### Wiring by layer

Bar = 100 um.
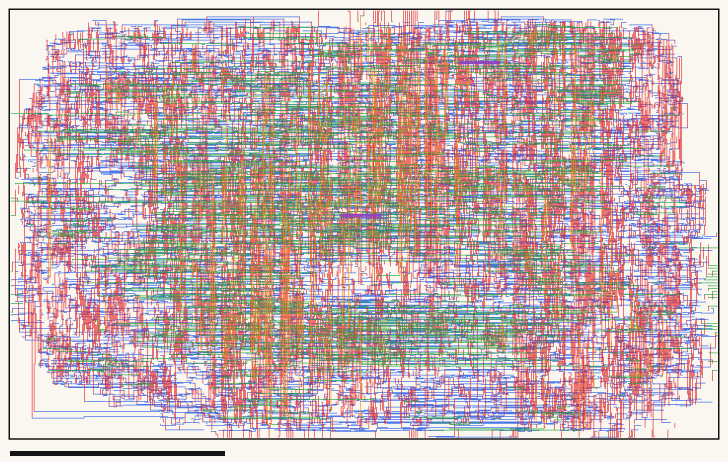
### Cell area per tile

33 x 20 tiles, from dark blue (low) to red (high), 0 to 100% covered.
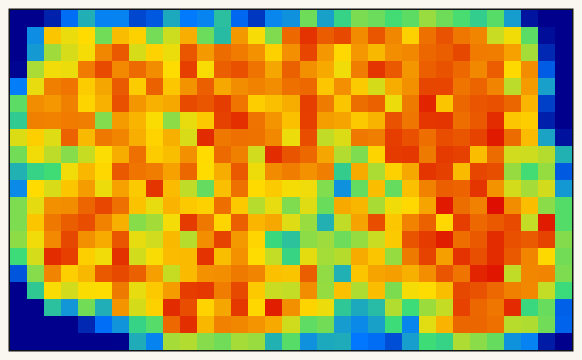
### Clock distribution

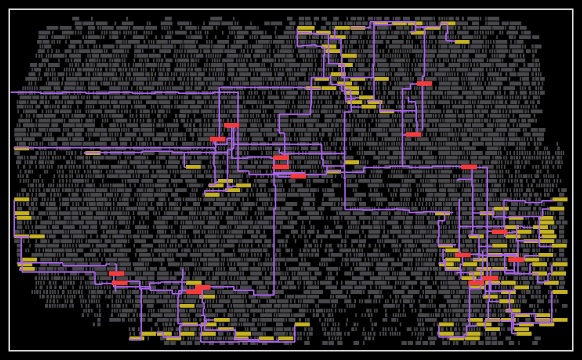
`src/rtl/conv1d_if.sv`:
```
// Bus bundle between the Conv1D compute engine and its control source and SRAM ports.
// The master modport is the engine side; the slave modport is the SRAM/controller side.
interface conv1d_if #(
  parameter int data_width = 8,
  parameter int addr_width = 4,
  parameter int para_deg   = 4
);
  logic                           Start;
  logic [addr_width:0]            Num_Words;
  logic                           Busy;
  logic                           Done;
  logic                           In_Chip_Select;
  logic                           In_En_Read;
  logic [addr_width-1:0]          In_Read_Addr;
  logic [para_deg*data_width-1:0] In_Read_Data;
  logic                           Ker_Chip_Select;
  logic                           Ker_En_Read;
  logic [addr_width-1:0]          Ker_Read_Addr;
  logic [para_deg*data_width-1:0] Ker_Read_Data;
  logic                           Out_Chip_Select;
  logic                           Out_En_Write;
  logic [addr_width-1:0]          Out_Write_Addr;
  logic [para_deg*data_width-1:0] Out_Write_Data;

  modport master (
    input  Start, Num_Words, In_Read_Data, Ker_Read_Data,
    output Busy, Done,
    output In_Chip_Select, In_En_Read, In_Read_Addr,
    output Ker_Chip_Select, Ker_En_Read, Ker_Read_Addr,
    output Out_Chip_Select, Out_En_Write, Out_Write_Addr, Out_Write_Data
  );

  modport slave (
    output Start, Num_Words, In_Read_Data, Ker_Read_Data,
    input  Busy, Done,
    input  In_Chip_Select, In_En_Read, In_Read_Addr,
    input  Ker_Chip_Select, Ker_En_Read, Ker_Read_Addr,
    input  Out_Chip_Select, Out_En_Write, Out_Write_Addr, Out_Write_Data
  );
endinterface

```
`src/rtl/conv1d_engine.sv`:
```
// Conv1D compute stage: streams input words from sram0, convolves with the kernel from sram1
// (tail zero-padded, saturating) and writes one result word per cycle into sram2.
module conv1d_engine #(
  parameter int data_width = 8,
  parameter int addr_width = 4,
  parameter int para_deg   = 4
) (
  input  logic     clk,
  input  logic     rst,
  conv1d_if.master bus
);
  localparam int ram_depth = 1 << addr_width;
  localparam int word_w    = para_deg * data_width;
  localparam int acc_w     = 2 * data_width + $clog2(para_deg);
  localparam int cnt_w     = addr_width + 1;

  typedef enum logic [2:0] {IDLE, PRIME, RUN, FLUSH, DONE} state_t;

  state_t              state_r;
  logic                prime_r;
  logic                busy_r;
  logic                done_r;
  logic                in_en_r;
  logic [addr_width-1:0] in_addr_r;
  logic                ker_en_r;
  logic                out_en_r;
  logic [addr_width-1:0] out_addr_r;
  logic [word_w-1:0]   out_data_r;
  logic [cnt_w-1:0]    n_r;
  logic [cnt_w-1:0]    rd_next_r;
  logic [cnt_w-1:0]    cons_r;
  logic [cnt_w-1:0]    wr_cnt_r;
  logic [word_w-1:0]   ker_r;
  logic [word_w-1:0]   cur_r;

  logic [cnt_w-1:0]    clamp_s;
  logic                rd_go_s;
  logic [word_w-1:0]   nxt_s;

  // P outputs from a 2P-sample window {hi, lo}, each saturated to the element width.
  function automatic logic [word_w-1:0] conv_word(input logic [word_w-1:0] lo,
                                                  input logic [word_w-1:0] hi,
                                                  input logic [word_w-1:0] ker);
    logic [2*word_w-1:0]     win;
    logic [acc_w-1:0]        acc;
    logic [2*data_width-1:0] prod;
    logic [word_w-1:0]       res;
    win = {hi, lo};
    res = '0;
    for (int i = 0; i < para_deg; i++) begin
      acc = '0;
      for (int k = 0; k < para_deg; k++) begin
        prod = win[(i+k)*data_width +: data_width] * ker[k*data_width +: data_width];
        acc  = acc + acc_w'(prod);
      end
      if (acc[acc_w-1:data_width] != '0) begin
        res[i*data_width +: data_width] = {data_width{1'b1}};
      end else begin
        res[i*data_width +: data_width] = acc[data_width-1:0];
      end
    end
    return res;
  endfunction

  // Word-count clamp, read-issue decision and the incoming (or zero-padded) window word.
  always_comb begin
    clamp_s = bus.Num_Words;
    rd_go_s = 1'b0;
    nxt_s   = '0;
    if (bus.Num_Words > cnt_w'(ram_depth)) begin
      clamp_s = cnt_w'(ram_depth);
    end else begin
      clamp_s = bus.Num_Words;
    end
    rd_go_s = (rd_next_r < n_r);
    if (cons_r < n_r) begin
      nxt_s = bus.In_Read_Data;
    end else begin
      nxt_s = '0;
    end
  end

  // Control FSM and datapath; word j+1 arrives on In_Read_Data in the same cycle word j sits in cur_r.
  always_ff @(posedge clk or posedge rst) begin
    if (rst) begin
      state_r    <= IDLE;
      prime_r    <= 1'b0;
      busy_r     <= 1'b0;
      done_r     <= 1'b0;
      in_en_r    <= 1'b0;
      in_addr_r  <= '0;
      ker_en_r   <= 1'b0;
      out_en_r   <= 1'b0;
      out_addr_r <= '0;
      out_data_r <= '0;
      n_r        <= '0;
      rd_next_r  <= '0;
      cons_r     <= '0;
      wr_cnt_r   <= '0;
      ker_r      <= '0;
      cur_r      <= '0;
    end else begin
      case (state_r)
        IDLE: begin
          done_r     <= 1'b0;
          in_en_r    <= 1'b0;
          ker_en_r   <= 1'b0;
          out_en_r   <= 1'b0;
          out_data_r <= '0;
          if (bus.Start) begin
            busy_r   <= 1'b1;
            n_r      <= clamp_s;
            wr_cnt_r <= '0;
            cons_r   <= '0;
            prime_r  <= 1'b0;
            if (clamp_s == '0) begin
              state_r <= DONE;
            end else begin
              state_r   <= PRIME;
              in_en_r   <= 1'b1;
              in_addr_r <= '0;
              ker_en_r  <= 1'b1;
              rd_next_r <= cnt_w'(1);
            end
          end
        end
        PRIME: begin
          ker_en_r <= 1'b0;
          in_en_r  <= rd_go_s;
          if (rd_go_s) begin
            in_addr_r <= rd_next_r[addr_width-1:0];
            rd_next_r <= rd_next_r + cnt_w'(1);
          end
          if (!prime_r) begin
            prime_r <= 1'b1;
          end else begin
            ker_r   <= bus.Ker_Read_Data;
            cur_r   <= bus.In_Read_Data;
            cons_r  <= cnt_w'(1);
            state_r <= RUN;
          end
        end
        RUN: begin
          in_en_r <= rd_go_s;
          if (rd_go_s) begin
            in_addr_r <= rd_next_r[addr_width-1:0];
            rd_next_r <= rd_next_r + cnt_w'(1);
          end
          out_en_r   <= 1'b1;
          out_addr_r <= wr_cnt_r[addr_width-1:0];
          out_data_r <= conv_word(cur_r, nxt_s, ker_r);
          cur_r      <= nxt_s;
          cons_r     <= cons_r + cnt_w'(1);
          wr_cnt_r   <= wr_cnt_r + cnt_w'(1);
          if ((wr_cnt_r + cnt_w'(1)) == n_r) begin
            state_r <= FLUSH;
          end
        end
        FLUSH: begin
          in_en_r    <= 1'b0;
          out_en_r   <= 1'b0;
          out_data_r <= '0;
          done_r     <= 1'b1;
          state_r    <= DONE;
        end
        DONE: begin
          if (!done_r) begin
            done_r <= 1'b1;
          end else begin
            done_r  <= 1'b0;
            busy_r  <= 1'b0;
            state_r <= IDLE;
          end
        end
        default: begin
          state_r <= IDLE;
        end
      endcase
    end
  end

  assign bus.Busy            = busy_r;
  assign bus.Done            = done_r;
  assign bus.In_Chip_Select  = busy_r;
  assign bus.In_En_Read      = in_en_r;
  assign bus.In_Read_Addr    = in_addr_r;
  assign bus.Ker_Chip_Select = busy_r;
  assign bus.Ker_En_Read     = ker_en_r;
  assign bus.Ker_Read_Addr   = '0;
  assign bus.Out_Chip_Select = busy_r;
  assign bus.Out_En_Write    = out_en_r;
  assign bus.Out_Write_Addr  = out_addr_r;
  assign bus.Out_Write_Data  = out_data_r;
endmodule

```
`src/flat_wrapper.sv`:
```
// flat-port wrapper written by rule: the top's interface ports become plain ports
module conv1d_engine_flat 
#(
  parameter int data_width = 8,
  parameter int addr_width = 4,
  parameter int para_deg   = 4
)
  (clk, rst, bus_Start, bus_Num_Words, bus_In_Read_Data, bus_Ker_Read_Data, bus_Busy, bus_Done, bus_In_Chip_Select, bus_In_En_Read, bus_In_Read_Addr, bus_Ker_Chip_Select, bus_Ker_En_Read, bus_Ker_Read_Addr, bus_Out_Chip_Select, bus_Out_En_Write, bus_Out_Write_Addr, bus_Out_Write_Data);
  conv1d_if #(.data_width(data_width), .addr_width(addr_width), .para_deg(para_deg)) bus_i ();
  input  logic clk;
  input  logic rst;
  input wire logic [$bits(bus_i.Start)-1:0] bus_Start;
  input wire logic [$bits(bus_i.Num_Words)-1:0] bus_Num_Words;
  input wire logic [$bits(bus_i.In_Read_Data)-1:0] bus_In_Read_Data;
  input wire logic [$bits(bus_i.Ker_Read_Data)-1:0] bus_Ker_Read_Data;
  output wire logic [$bits(bus_i.Busy)-1:0] bus_Busy;
  output wire logic [$bits(bus_i.Done)-1:0] bus_Done;
  output wire logic [$bits(bus_i.In_Chip_Select)-1:0] bus_In_Chip_Select;
  output wire logic [$bits(bus_i.In_En_Read)-1:0] bus_In_En_Read;
  output wire logic [$bits(bus_i.In_Read_Addr)-1:0] bus_In_Read_Addr;
  output wire logic [$bits(bus_i.Ker_Chip_Select)-1:0] bus_Ker_Chip_Select;
  output wire logic [$bits(bus_i.Ker_En_Read)-1:0] bus_Ker_En_Read;
  output wire logic [$bits(bus_i.Ker_Read_Addr)-1:0] bus_Ker_Read_Addr;
  output wire logic [$bits(bus_i.Out_Chip_Select)-1:0] bus_Out_Chip_Select;
  output wire logic [$bits(bus_i.Out_En_Write)-1:0] bus_Out_En_Write;
  output wire logic [$bits(bus_i.Out_Write_Addr)-1:0] bus_Out_Write_Addr;
  output wire logic [$bits(bus_i.Out_Write_Data)-1:0] bus_Out_Write_Data;
  assign bus_i.Start = bus_Start;
  assign bus_i.Num_Words = bus_Num_Words;
  assign bus_i.In_Read_Data = bus_In_Read_Data;
  assign bus_i.Ker_Read_Data = bus_Ker_Read_Data;
  assign bus_Busy = bus_i.Busy;
  assign bus_Done = bus_i.Done;
  assign bus_In_Chip_Select = bus_i.In_Chip_Select;
  assign bus_In_En_Read = bus_i.In_En_Read;
  assign bus_In_Read_Addr = bus_i.In_Read_Addr;
  assign bus_Ker_Chip_Select = bus_i.Ker_Chip_Select;
  assign bus_Ker_En_Read = bus_i.Ker_En_Read;
  assign bus_Ker_Read_Addr = bus_i.Ker_Read_Addr;
  assign bus_Out_Chip_Select = bus_i.Out_Chip_Select;
  assign bus_Out_En_Write = bus_i.Out_En_Write;
  assign bus_Out_Write_Addr = bus_i.Out_Write_Addr;
  assign bus_Out_Write_Data = bus_i.Out_Write_Data;
  conv1d_engine #(.data_width(data_width), .addr_width(addr_width), .para_deg(para_deg)) u_core (.clk(clk), .rst(rst), .bus(bus_i));
endmodule
```
`config.mk`:
```
export PLATFORM = sky130hd
export DESIGN_NAME = conv1d_engine_flat
export DESIGN_NICKNAME = d
export VERILOG_FILES = /design/src/rtl/conv1d_if.sv /design/src/rtl/conv1d_engine.sv /design/src/flat_wrapper.sv
export SDC_FILE = /design/constraint.sdc
export NUM_CORES = 2
export LEC_CHECK = 0
export ABC_AREA = 1
export CAP_MARGIN = 20
export CORE_ASPECT_RATIO = 0.6
export CORE_MARGIN = 2
export CORE_UTILIZATION = 70
export DETAILED_ROUTE_END_ITERATION = 12
export PLACE_DENSITY = 0.89
export SETUP_SLACK_MARGIN = 0.1
export SLEW_MARGIN = 40
export SYNTH_ARGS = -nofsm -noshare
export SYNTH_HDL_FRONTEND = slang
export SYNTH_SLANG_ARGS = --single-unit
```
`constraint.sdc`:
```
create_clock -name clk -period 14.83 [get_ports clk]
set_input_delay 2.966 -clock clk [delete_from_list [all_inputs] [get_ports clk]]
set_output_delay 2.966 -clock clk [all_outputs]
set_load 0.005 [all_outputs]
```
==> run summary <==
Implementation numbers.

- Counting every sink on the clock net gives 133.
- The report lists the number of standard-cell rows as 71.
- Per the timing report, the achievable frequency comes out to 80.5 MHz.
- Nets still carrying antenna violations after routing amount to 0.
- After layout, the worst setup slack is 2.41 ns.
- The endpoint of the worst-slack reg-to-reg timing path is u_core.bus.Out_Write_Data[27].
- The cell count in the Yosys report is 5875.
- Logic depth along the worst register-to-register path is recorded as 38.
- The number of gates resized after cts is 0.
- The final-stage net count is 7281.
- The overall die width is 330 um.
- The number of enable flip-flop cells is 0.
- Dividing the final minimum period by the clock period gives 0.838.
- The synthesized area is 44600 um2.
- The post-synthesis instance total is 5875.
- The type of destination of the critical path is a flip-flop.
- The number of warnings reported in the yosys synthesis log is 0.
- After legalization and detailed placement, the total HPWL measured 106000 um.
- The final timing report lists a hold violation count of 0.
- The slowest cell on the critical path is clkdlybuf4s50_1.
- Dividing the synthesized area by the synthesized cell count gives 7.59 um2.
- For reference, the top cells by count after synthesis are 1825 x inv_1, 1324 x nand2_1, 840 x fa_1, 547 x ha_1, 409 x nor2_1.
- Of the synthesized area, sequential elements account for 0.0746.
- Of all cell types, the one taking the most synthesized area is fa_1.
- The total global routing overflow is 0.
- The pre-antenna-repair detailed-routing pass consisted of 9 iterations.
- The number of global-route vias before repair was 38900.
- After floorplanning, the core was sized to cover 62800 um2.
- The tally of buffers added on design ports is 119.
- The average wire length per cell after detail routing is 20.1 um.
- The run finished with clean final reports.
- The dominant cell by count in the synthesized netlist is inv_1.
- The synthesis report lists the most area-consuming cells as fa_1 38%, inv_1 15%, ha_1 15%, nand2_1 11%, dfrtp_1 7.5%.
- The required time at the worst endpoint is listed as 15.20 ns.
- In this run the worst setup path terminates at u_core.bus.Out_Write_Data[27].
- The critical path launch point is bus_In_Read_Data[2].
- Per the skew report, the later register of the worst-skew pair sees a clock latency of 0.51 ns.
- Entering global routing, the biggest net connects 82 pins.
- The pre-CTS setup slack is 2.24 ns.
- Per the detailed-route log, wirelength across all metal layers totals 135000 um.
- Max fanout on the critical path was recorded as 17.
- The pin closest to its max-slew limit shows a slew of 0.957 ns.
- The area added between synthesis and finish is 5.32%.
- After clock tree synthesis, the setup repair step added 0 buffers.
- Synthesis instantiated 42 different standard cells from the library.
- The number of pins exceeding their max-slew limit in the final report is 0.
- The last timing report of the flow puts the setup violation total at 0.
- According to the I/O placement log, the pin count is 124.
- The timing report gives the clock slew at the launch and capture registers of the worst setup and hold paths as 0.07 ns.
- Setup slack on the worst reg-to-reg path comes out at 3.70 ns.
- The synthesized chip area reported by yosys is 44600 um2.
Notes on 'Wiring by layer' above:
- red: metal 2 (wire length 53.4 mm)
- orange: metal 4 (wire length 6780 um)
- blue: metal 1 (wire length 51.8 mm)
- purple: metal 5 (wire length 35.0 um)
- green: metal 3 (wire length 22.5 mm)

Notes on 'Cell area per tile' above:
- mean over tiles: 70%
- fullest tile: 98%
- tiles over 75% full: 58%
- emptiest ninth of the die: lower left
- nearly empty tiles: 4.2%

Notes on 'Clock distribution' above:
- yellow: flip-flops (count 133)
- red: clock drivers (count 17)
- purple: clock wires (length 3520 um)
- routed clock nets: 18

-- cell families after synthesis --
group | after synthesis | synth area share
muxes | 8 | 0.00202
AOI/OAI and AO/OA | 217 | 0.0260
xor gates and xnor gates | 87 | 0.0171
DFF | 133 | 0.0746
and+or+nand+nor | 1967 | 0.175
other | 1 | 0.0000840
adders and majority gates | 1387 | 0.530
buffers and inverters | 2075 | 0.175
-- through the flow --
stage	hold WS [ns]	std cells	utilization
finish	0.487	6679	0.748
detailed placement	0.468	6642	0.738
floorplan	0.465	5878	-
global route	0.502	6674	0.748
global placement	0.457	6641	0.737
CTS	0.489	6674	0.748
-- state kept, by name, indices dropped and copies added, names as in the netlist --
signal and cells:
u_core.cur_r 32, u_core.n_r 5, u_core.bus.Out_En_Write 1, u_core.ker_r 32, u_core.bus.In_Read_Addr 4, u_core.cons_r 5
u_core.bus.In_En_Read 1, u_core.bus.Out_Write_Addr 4, u_core.wr_cnt_r 5, u_core.prime_r 1, u_core.rd_next_r 5, u_core.bus.Out_Write_Data 32
u_core.bus.Ker_En_Read 1, u_core.state_r 3, u_core.bus.Done 1, u_core.bus.Busy 1
-- cells in the final DEF, fill, tap and decap left out, types with 2 or more instances in the layout --
master           synthesis  final
a21o_1                   5      5
a21oi_1                113    113
a31oi_1                  4      4
and2_1                   6      6
buf_4                    7     48
bufinv_16                0      2
clkbuf_16                0     17
clkdlybuf4s50_1          0    119
clkinv_8                 0      2
conb_1                   1      4
dfrtp_1                133    123
dfrtp_2                  0      9
diode_2                  0      5
fa_1                   840    840
ha_1                   547    547
inv_1                 1825   1823
inv_2                    7      8
inv_6                    0      5
inv_8                    0      7
mux2_1                   4      4
mux2_2                   4      4
nand2_1               1324   1319
nand2_2                  2      6
nand3_1                137    137
nand3b_1                 5      5
nand4_1                 53     53
nor2_1                 409    408
nor2_2                  12     13
nor3_1                  15     15
o21a_1                   6      6
o21ai_0                 60     60
o21ai_1                 15     14
o21bai_1                 2      2
o221ai_1                 3      3
o31ai_1                  3      3
xnor2_1                 37     37
xor2_1                  50     50
-- critical path, delay by kind of cell --
| family | cells | cell delay, ns |
|---|---|---|
| xor gates and xnor gates | 1 | 0.17 |
| buffers and inverters | 7 | 1.33 |
| adders and majority gates | 12 | 5.42 |
| and+or+nand+nor | 11 | 2.34 |
| AOI/OAI and AO/OA | 3 | 0.56 |
-- cell type report --
class / count / area (um2)
well taps: 839 / 1050
clock inverters: 15 / 204
inverters: 1832 / 6880
diodes: 5 / 12.5
multi-input cells: 3670 / 33500
clock buffers: 17 / 425
fillers: 4546 / 15800
repair buffers: 168 / 1570
flip-flops and latches: 133 / 3340
-- layer usage --
metal | wire length (um) | vias to the layer above | global-route usage
li1 | - | 16600 | -
met1 | 51800 | 17700 | 0.588
met2 | 53400 | 2752 | 0.595
met3 | 22500 | 518 | 0.185
met4 | 6780 | 4 | 0.182
met5 | 34 | - | 0
